### Sequential cells grouped by signal name, run 1

(3 px per um) Other sequential cells in the stronger gray, the rest of the logic in the fainter gray.
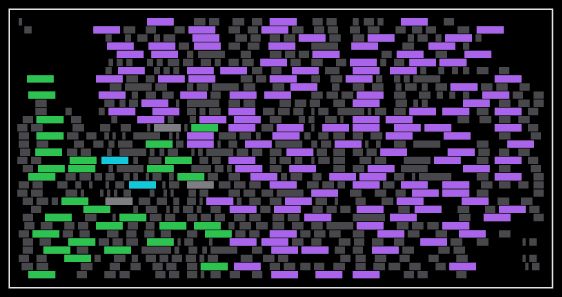
### Signal wires on met4, run 1

(3 px per um) Supply wires on this layer in gray.
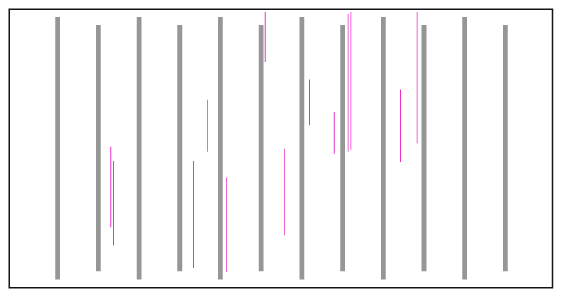
### Metal layers overlaid, run 1

(3 px per um) Only two layers are drawn.
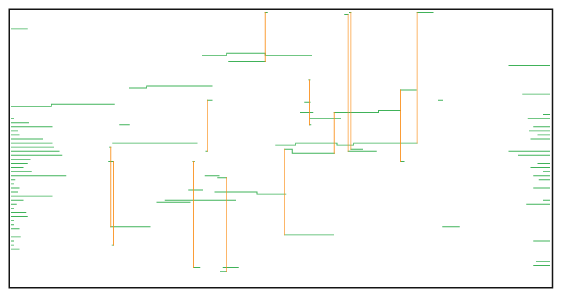
### config.mk
export PLATFORM = sky130hd
export DESIGN_NAME = instruction_fetch_unit
export DESIGN_NICKNAME = d
export VERILOG_FILES = /design/src/rtl/instruction_fetch_unit_pkg.sv /design/src/rtl/instruction_fetch_unit_fetch_queue.sv /design/src/rtl/instruction_fetch_unit.sv
export SDC_FILE = /design/constraint.sdc
export NUM_CORES = 1
export LEC_CHECK = 0
export ABC_AREA = 0
export CAP_MARGIN = 10
export CELL_PAD_IN_SITES_DETAIL_PLACEMENT = 1
export CELL_PAD_IN_SITES_GLOBAL_PLACEMENT = 1
export CORE_ASPECT_RATIO = 0.5
export CORE_MARGIN = 2
export CORE_UTILIZATION = 43
export DETAILED_ROUTE_END_ITERATION = 16
export GPL_TIMING_DRIVEN = 0
export PLACE_DENSITY = 0.87
export SYNTH_ARGS = -nofsm -noshare
export SYNTH_HDL_FRONTEND = slang
export SYNTH_SLANG_ARGS = --single-unit
### constraint.sdc
create_clock -name Clk -period 6.05 [get_ports Clk]
set_input_delay 0.605 -clock Clk [delete_from_list [all_inputs] [get_ports Clk]]
set_output_delay 0.605 -clock Clk [all_outputs]
set_load 0.01 [all_outputs]
### src/rtl/instruction_fetch_unit_pkg.sv
// rtl/instruction_fetch_unit_pkg.sv - shared types and constants for the instruction fetch unit
package instruction_fetch_unit_pkg;

  localparam logic [31:0] DEFAULT_RESET_PC = 32'h0000_0000;
  localparam int          INSTR_W          = 32;

  typedef struct packed {
    logic [31:0]        pc;
    logic [INSTR_W-1:0] instr;
  } fetch_entry_t;

  typedef enum logic {
    RUN   = 1'b0,
    FAULT = 1'b1
  } fetch_state_t;

  // Word index presented to the instruction memory for a byte PC.
  function automatic logic [31:0] word_index(input logic [31:0] pc);
    return {2'b00, pc[31:2]};
  endfunction

endpackage

### src/rtl/instruction_fetch_unit_fetch_queue.sv
// rtl/instruction_fetch_unit_fetch_queue.sv - circular FIFO of fetched {pc, instr} entries
module fetch_queue
  import instruction_fetch_unit_pkg::*;
#(
  parameter int DEPTH = 2
) (
  input  logic         clk,
  input  logic         rst_n,
  input  logic         flush,
  input  logic         push,
  input  fetch_entry_t push_data,
  input  logic         pop,
  output fetch_entry_t head,
  output logic         valid,
  output logic         full
);

  localparam int PTR_W = $clog2(DEPTH);
  localparam int CNT_W = PTR_W + 1;
  localparam logic [PTR_W-1:0] PTR_ONE  = PTR_W'(1);
  localparam logic [CNT_W-1:0] CNT_ONE  = CNT_W'(1);
  localparam logic [CNT_W-1:0] CNT_FULL = CNT_W'(DEPTH);

  fetch_entry_t     slots [DEPTH];
  logic [PTR_W-1:0] head_ptr;
  logic [PTR_W-1:0] tail_ptr;
  logic [CNT_W-1:0] count;
  logic             do_push;
  logic             do_pop;

  // A pop frees a slot in the same cycle, so a full queue can still accept a push.
  assign do_pop  = pop && valid && !flush;
  assign do_push = push && (!full || do_pop) && !flush;

  assign valid = (count != '0);
  assign full  = (count == CNT_FULL);
  assign head  = slots[head_ptr];

  // Entry storage; cleared on reset so the head reads zero while empty after reset.
  always_ff @(posedge clk or negedge rst_n) begin
    if (!rst_n) begin
      for (int i = 0; i < DEPTH; i++) slots[i] <= '0;
    end else if (do_push) begin
      slots[tail_ptr] <= push_data;
    end
  end

  // Pointers wrap naturally at DEPTH; flush empties the queue outright.
  always_ff @(posedge clk or negedge rst_n) begin
    if (!rst_n) begin
      head_ptr <= '0;
      tail_ptr <= '0;
      count    <= '0;
    end else if (flush) begin
      head_ptr <= '0;
      tail_ptr <= '0;
      count    <= '0;
    end else begin
      if (do_push) tail_ptr <= tail_ptr + PTR_ONE;
      if (do_pop)  head_ptr <= head_ptr + PTR_ONE;
      case ({do_push, do_pop})
        2'b10:   count <= count + CNT_ONE;
        2'b01:   count <= count - CNT_ONE;
        default: count <= count;
      endcase
    end
  end

endmodule

### src/rtl/instruction_fetch_unit.sv
// rtl/instruction_fetch_unit.sv - PC, fetch FSM and redirect handling; IFETCH_ALIGN_CHECK_EN faults misaligned redirects
module instruction_fetch_unit
  import instruction_fetch_unit_pkg::*;
#(
  parameter logic [31:0] RESET_PC    = DEFAULT_RESET_PC,
  parameter int          QUEUE_DEPTH = 2,
  parameter int          IMEM_WORDS  = 128
) (
  input  logic               Clk,
  input  logic               Rst_n,
  output logic [31:0]        IMemAddress,
  input  logic [INSTR_W-1:0] IMemInstruction,
  output logic               InstrValid,
  input  logic               InstrReady,
  output logic [INSTR_W-1:0] Instruction,
  output logic [31:0]        InstrPC,
  input  logic               Redirect,
  input  logic [31:0]        RedirectPC,
  output logic               FetchFault
);

  localparam logic [31:0] IMEM_LIMIT = 32'(IMEM_WORDS);

  fetch_state_t state;
  fetch_state_t state_next;
  logic [31:0]  pc;
  logic [31:0]  pc_next;
  logic         in_range;
  logic         misaligned;
  logic         deq;
  logic         enq;
  logic         q_valid;
  logic         q_full;
  fetch_entry_t q_head;
  fetch_entry_t push_data;

  assign IMemAddress = word_index(pc);
  assign in_range    = (word_index(pc) < IMEM_LIMIT);
  assign deq         = q_valid && InstrReady;
  assign push_data   = '{pc: pc, instr: IMemInstruction};

`ifdef IFETCH_ALIGN_CHECK_EN
  assign misaligned = (RedirectPC[1:0] != 2'b00);
`else
  logic unused_redirect_low;
  assign misaligned          = 1'b0;
  assign unused_redirect_low = ^RedirectPC[1:0];
`endif

  // State and PC registers; reset restarts fetching at RESET_PC.
  always_ff @(posedge Clk or negedge Rst_n) begin
    if (!Rst_n) begin
      state <= RUN;
      pc    <= RESET_PC;
    end else begin
      state <= state_next;
      pc    <= pc_next;
    end
  end

  // Next PC/state and enqueue decision; a redirect overrides fetching and faults.
  always_comb begin
    state_next = state;
    pc_next    = pc;
    enq        = 1'b0;
    if (Redirect) begin
      pc_next    = {RedirectPC[31:2], 2'b00};
      state_next = misaligned ? FAULT : RUN;
    end else if (state == RUN) begin
      if (!in_range) begin
        state_next = FAULT;
      end else if (!q_full || deq) begin
        enq     = 1'b1;
        pc_next = pc + 32'd4;
      end
    end
  end

  fetch_queue #(
    .DEPTH(QUEUE_DEPTH)
  ) u_fetch_queue (
    .clk      (Clk),
    .rst_n    (Rst_n),
    .flush    (Redirect),
    .push     (enq),
    .push_data(push_data),
    .pop      (deq),
    .head     (q_head),
    .valid    (q_valid),
    .full     (q_full)
  );

  assign InstrValid  = q_valid;
  assign Instruction = q_head.instr;
  assign InstrPC     = q_head.pc;
  assign FetchFault  = (state == FAULT);

endmodule
==> impl_metrics.env, run 1 <==
# source this file to load flow results
export IMPL_outcome="finished, final reports clean"
export IMPL_clkTransAtPathRegs_ps=70
export IMPL_syn_area_um2=6705
export IMPL_slowest_delay_ps=540
export IMPL_final_layout_size_suffix_gt1_share_pct=32.22
export IMPL_htreeDepth=4
export IMPL_crit_path_start="u_fetch_queue.head_ptr"
export IMPL_grt_pass1_wl_um=29270
export IMPL_worstMarginPinSlew_ps=829.3
export IMPL_maxCapViolCount=0
export IMPL_max_freq_mhz=307.5
export IMPL_ys_seq_elements=159
export IMPL_routabilityCongestion=0.7583
export IMPL_start_kind="flop"
export IMPL_grtUsageTotal_pct=23.08
export IMPL_fa_ha_area_share_pct=0.1866
export IMPL_clk_latency_ps=430
export IMPL_top_logic_kind="multiplexers"
export IMPL_worstPathArrival_ps=2650
export IMPL_syn_avg_cell_area_um2=14.45
export IMPL_ioPinCount=166
export IMPL_highest_layer="met4"
export IMPL_cts_root_buf="clkbuf_16"
export IMPL_num_vias=4471
export IMPL_min_period_ps=3252
export IMPL_fp_dieW_um=180.6
export IMPL_grt_use_met1_pct=27.42
export IMPL_met3_usage_pct=5.505
export IMPL_simple_gate_share_pct=8.061
export IMPL_drt_wl_total_um=18250
export IMPL_layout_top_cell="mux2_2"
export IMPL_holdWs_ps=249.0
export IMPL_relSlewSlack_pct=44.71
export IMPL_rrSetupSlack_ps=3150
export IMPL_finalPower_mw=2.393
export IMPL_core_um2=15330
export IMPL_layout_nets=714
export IMPL_tritoncts="done"
export IMPL_cts_sinks=159
export IMPL_crit_path_max_fanout=10
export IMPL_grt_max_degree=88
export IMPL_cp_end_kind="output pin"
export IMPL_crit_path_end="Instruction[31]"
export IMPL_rr_endpoint="u_fetch_queue.slots[15]"
export IMPL_drtAntennaViolNets=0
export IMPL_synth_cell_type_count=36
export IMPL_crit_family="buffers and inverters"
export IMPL_wl_met3_um=714
export IMPL_ys_seq_share_pct=59.34
export IMPL_place_hpwl_um=11920
export IMPL_slowest_stage="buf_1"
export IMPL_synth_warnings=0
export IMPL_first_iter_violations=174
export IMPL_fin_tns_setup_ps=0
export IMPL_hold_viol=0
export IMPL_crit_buf_inv=3
export IMPL_hold_class="input port to async pin"
export IMPL_dr_wl_met2_um=9679
export IMPL_grt_util_met2_pct=41.28
export IMPL_yosysCellCount=464
export IMPL_postCtsHoldBufs=0
export IMPL_viasPerCell=5.181
export IMPL_firstDrtPassIters=4
export IMPL_antenna_found_initial=1
export IMPL_lay_top_cells="mux2_2, dfrtp_1, clkdlybuf4s50_1, nor2b_1, clkbuf_16"
export IMPL_reg2regPathDepth=6
export IMPL_p_leak_nw=4.344
export IMPL_drc_errors=0
export IMPL_p_per_area_nw_per_um2=260.1
export IMPL_placed_cell_area_um2=8582
export IMPL_yosys_area_um2=6705
export IMPL_die_height_um=92.30
export IMPL_num_rows=32
export IMPL_cp_depth=4
export IMPL_portBuffers=158
export IMPL_wl_per_cell_um=21.15
export IMPL_grt_pass1_vias=5176
export IMPL_ys_sh_aoi_pct=1.381
export IMPL_ys_sh_xor_pct=0.9143
export IMPL_critPathKind="flop to output pin"
export IMPL_muxShareOfSynthArea_pct=27.51
Notes on 'Sequential cells grouped by signal name' above:
legend:
  `u_fetch_queue.count`:
    color: cyan
    placed_flops: 2
  `u_fetch_queue.slots`:
    color: purple
    placed_flops: 124
  `pc`:
    color: green
    placed_flops: 30
not colored: 3
Final Core Density: 59.99%
Flop area: 3979 um2

Notes on 'Signal wires on met4' above:
share of all routed wire: 2.0%
nets with wire on the layer: 10
wire length on this layer: 370 um
main direction: vertical

Notes on 'Metal layers overlaid' above:
legend:
  met3:
    color: green
    wire_length: 715 um
  met4:
    color: orange
    wire_length: 370 um

-- run 1: through the flow --
| stage | worst slack [ps] | cells |
|---|---|---|
| final | 2798 | 863 |
| after floorplan | 3914 | 467 |
| after global placement | -1964 | 829 |
| after CTS | 2767 | 862 |
| after detailed placement | 3074 | 830 |
| after global routing | 2623 | 863 |
-- run 1: sequential cells by signal, indices dropped and copies added (netlist names) --
name	flops
u_fetch_queue.tail_ptr	1
u_fetch_queue.slots	124
u_fetch_queue.head_ptr	1
pc	30
FetchFault	1
u_fetch_queue.count	2
-- run 1: cells in the mapped netlist, drive strengths merged --
master	count	area share, %
a311oi	1	0.13
mux2	162	27
and3b	1	0.13
nand4	1	0.093
inv	2	0.11
o211ai	1	0.11
buf	18	1.9
clkbuf	10	0.56
nor2	5	0.28
dfrtp	159	59
o211a	2	0.30
o21ai	5	0.37
nor4	9	0.84
nand2	11	0.73
a211o	1	0.13
xor2	5	0.65
mux2i	2	0.30
a21oi	3	0.22
and4	1	0.13
nand4b	1	0.13
nor2b	46	4.3
xnor2	2	0.26
or2	1	0.093
conb	1	0.056
or4	1	0.11
nor3	5	0.54
a211oi	1	0.11
ha	1	0.19
nor3b	2	0.39
nand3	4	0.30
-- run 1: power breakdown --
group	total, mW	switching (mW)	internal [mW]
Clock	1.12	0.449	0.675
Combinational	0.163	0.0700	0.0929
Sequential	1.11	0.0236	1.08
Total	2.39	0.542	1.85
-- run 1: cell type report --
cell class	count	area, um2	share of cell area, %
inverters	2	7.507	0.08161
flip-flops and latches	159	3979	43.25
plain buffers	28	163.9	1.782
multi-input cells	278	2566	27.90
clock buffers	20	456.7	4.965
clock inverters	12	157.7	1.714
repair buffers	159	1610	17.51
well taps	204	255.2	2.775
diodes	1	2.502	0.02720
## Run 2: what changed since run 1
--- a/config.mk
+++ b/config.mk
@@ -11,10 +11,10 @@
 export CELL_PAD_IN_SITES_GLOBAL_PLACEMENT = 1
 export CORE_ASPECT_RATIO = 0.5
 export CORE_MARGIN = 2
-export CORE_UTILIZATION = 43
+export CORE_UTILIZATION = 40
 export DETAILED_ROUTE_END_ITERATION = 16
 export GPL_TIMING_DRIVEN = 0
-export PLACE_DENSITY = 0.87
+export PLACE_DENSITY = 0.82
 export SYNTH_ARGS = -nofsm -noshare
 export SYNTH_HDL_FRONTEND = slang
 export SYNTH_SLANG_ARGS = --single-unit
==> constraint.sdc (replaced) <==
create_clock -name Clk -period 3.28 [get_ports Clk]
set_input_delay 0.328 -clock Clk [delete_from_list [all_inputs] [get_ports Clk]]
set_output_delay 0.328 -clock Clk [all_outputs]
set_load 0.01 [all_outputs]
==> run 2 against run 1 <==
Sequential power up 84%. Clock power increased by 75%. Die area up 7.2%.
==> impl_metrics.env, run 2 <==
# source this file to load flow results
export IMPL_placed_cell_area_um2=8615
export IMPL_p_comb_share_pct=6.9
export IMPL_clk_latency_ps=420
export IMPL_largest_area_cell="dfrtp_1"
export IMPL_num_antenna_cells=0
export IMPL_p_leak_nw=4.316
export IMPL_ys_seq_elements=159
export IMPL_simple_gate_share_pct=8.061
export IMPL_syn_avg_cell_area_um2=14.45
export IMPL_highest_layer="met4"
export IMPL_drt_wl_total_um=16360
export IMPL_crit_path_max_fanout=10
export IMPL_internal_power_mw=3.312
export IMPL_power_clock_mw=1.96
export IMPL_netSwitchingPower_uw=977.5
export IMPL_firstDrtPassIters=5
export IMPL_post_synth_top_area_fraction_pct=59.34
export IMPL_seq_area_um2=3979
export IMPL_layout_top_cell="mux2_2"
export IMPL_fp_dieW_um=187.1
export IMPL_tritoncts="done"
export IMPL_drc_errors=0
export IMPL_ioPinCount=166
export IMPL_synth_edff_count=0
export IMPL_outcome="finished, final reports clean"
export IMPL_cp_end_kind="output pin"
export IMPL_worstMarginPinSlew_ps=657.8
export IMPL_synth_cell_type_count=36
export IMPL_rsz0062_at_grt="false"
export IMPL_clkTransAtPathRegs_ps=60
export IMPL_dr_wl_met2_um=8563
export IMPL_critPathKind="flop to output pin"
export IMPL_hold_class="input port to async pin"
export IMPL_ys_seq_share_pct=59.34
export IMPL_syn_area_um2=6705
export IMPL_num_rows=33
export IMPL_maxCapViolCount=0
export IMPL_p_comb_uw=297
export IMPL_dp_slack_ps=516.8
export IMPL_synthTopCellsByCount="mux2_2, dfrtp_1, nor2b_1"
export IMPL_rrSetupSlack_ps=550
export IMPL_max_freq_mhz=332.7
export IMPL_grt_pass1_vias=4813
export IMPL_top_register="u_fetch_queue.slots"
export IMPL_die_height_um=95.55
export IMPL_fill_cells=1662
export IMPL_grt_pass1_wl_um=26230
export IMPL_relSlewSlack_pct=56.15
export IMPL_place_hpwl_um=11300
export IMPL_antenna_found_initial=0
export IMPL_cts_root_buf="clkbuf_16"
export IMPL_first_iter_violations=149
export IMPL_fin_cells=885
export IMPL_wl_met3_um=749
export IMPL_finalPower_mw=4.289
export IMPL_htreeDepth=4
export IMPL_p_per_area_nw_per_um2=466.1
export IMPL_yosys_area_um2=6705
export IMPL_worstPathArrival_ps=2680
export IMPL_ys_sh_aoi_pct=1.381
export IMPL_drtAntennaViolNets=0
export IMPL_grt_max_degree=126
export IMPL_viasPerCell=4.893
export IMPL_power_share_clock_pct=45.6
export IMPL_muxShareOfSynthArea_pct=27.51
export IMPL_synth_most_common_cell="mux2_2"
export IMPL_lay_top_cells="mux2_2, dfrtp_1, clkdlybuf4s50_1, nor2b_1, clkbuf_16"
export IMPL_num_vias=4330
export IMPL_place_inst=853
export IMPL_maxPowerGroup="registers"
export IMPL_top_logic_kind="multiplexers"
export IMPL_fa_ha_area_share_pct=0.1866
export IMPL_layout_nets=715
export IMPL_synth_warnings=0
export IMPL_portBuffers=158
export IMPL_cts_sinks=159
export IMPL_biggestRegsByFlops="u_fetch_queue.slots (124), pc (30), u_fetch_queue.count (2)"
export IMPL_final_layout_size_suffix_gt1_share_pct=32.07
[run 2: cell count changes in the layout (fill, tap and decap cells not counted)]
cell           before  now
buf_6               5    4
clkinv_2            3    2
diode_2             1    0
clkbuf_8            2    1
bufinv_16           3    2
clkinv_4            4    2
clkinvlp_4          0    4
buf_8               0    1
dlygate4sd3_1       0    1
[run 2: repair_timing]
action | in CTS | in global routing
hold buffers | 1 | 0
endpoints found under the hold margin | 34 | 0
setup endpoints to repair | 0 | 0
[run 2: metal layers]
layer	vias up	GRT usage, %
li1	1975	-
met1	2249	22.62
met2	95	34.79
met3	11	4.895
met4	0	5.754
met5	-	0
[run 2: metrics by stage]
stage	TNS [ps]	utilization, %
detailed placement	0	52.55
global placement	-733710	52.35
CTS	0	56.14
finish	0	56.14
global route	0	56.14
floorplan	0	-
[run 2: worst paths after layout]
check / endpoint / from
setup reg to reg: u_fetch_queue.slots[81] / pc[13]
hold reg to reg: u_fetch_queue.slots[118] / u_fetch_queue.slots[118]
max in group asynchronous: u_fetch_queue.slots[16] / Rst_n
min in group Clk: pc[9] / RedirectPC[9]
hold / removal: pc[10] / Rst_n
setup / recovery: Instruction[30] / u_fetch_queue.head_ptr
[run 2: layout make-up]
cell class / instances / share of cell area [%]
Tap cell: 227 / 3.086
Sequential cell: 159 / 43.24
Inverter: 2 / 0.08158
Buffer: 28 / 1.781
Timing Repair Buffer: 160 / 17.65
Multi-Input combinational cell: 278 / 27.89
Clock inverter: 12 / 1.468
Clock buffer: 19 / 4.813
[run 2: critical path, stage by stage (launching register included)]
cell and delay (ps):
dfrtp_1 330, clkbuf_1 450, buf_1 550, mux2_2 410, clkdlybuf4s50_1 520
### Signal wires on met4, run 2

(3 px per um) Supply wires on this layer in gray.
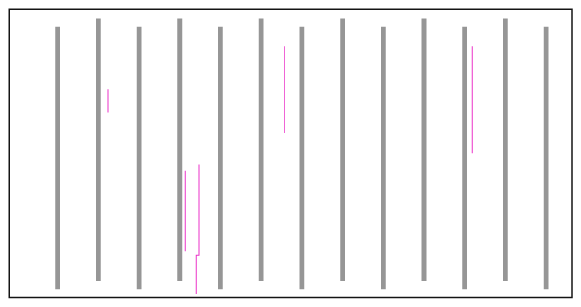
share of all routed wire: 0.87%
main direction: vertical

### Routing congestion, run 2

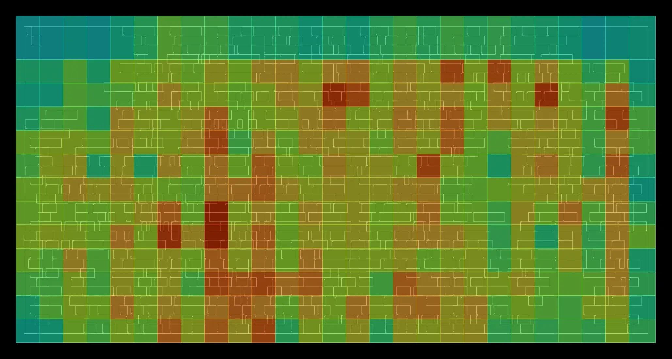
Routed WL per cell: 18.49 um
GRT Total Usage: 19.09%
met1 Track Usage GR: 22.62%
Final Core Density: 56.14%

No activity file was given, so power comes from the tool's default toggle rates.
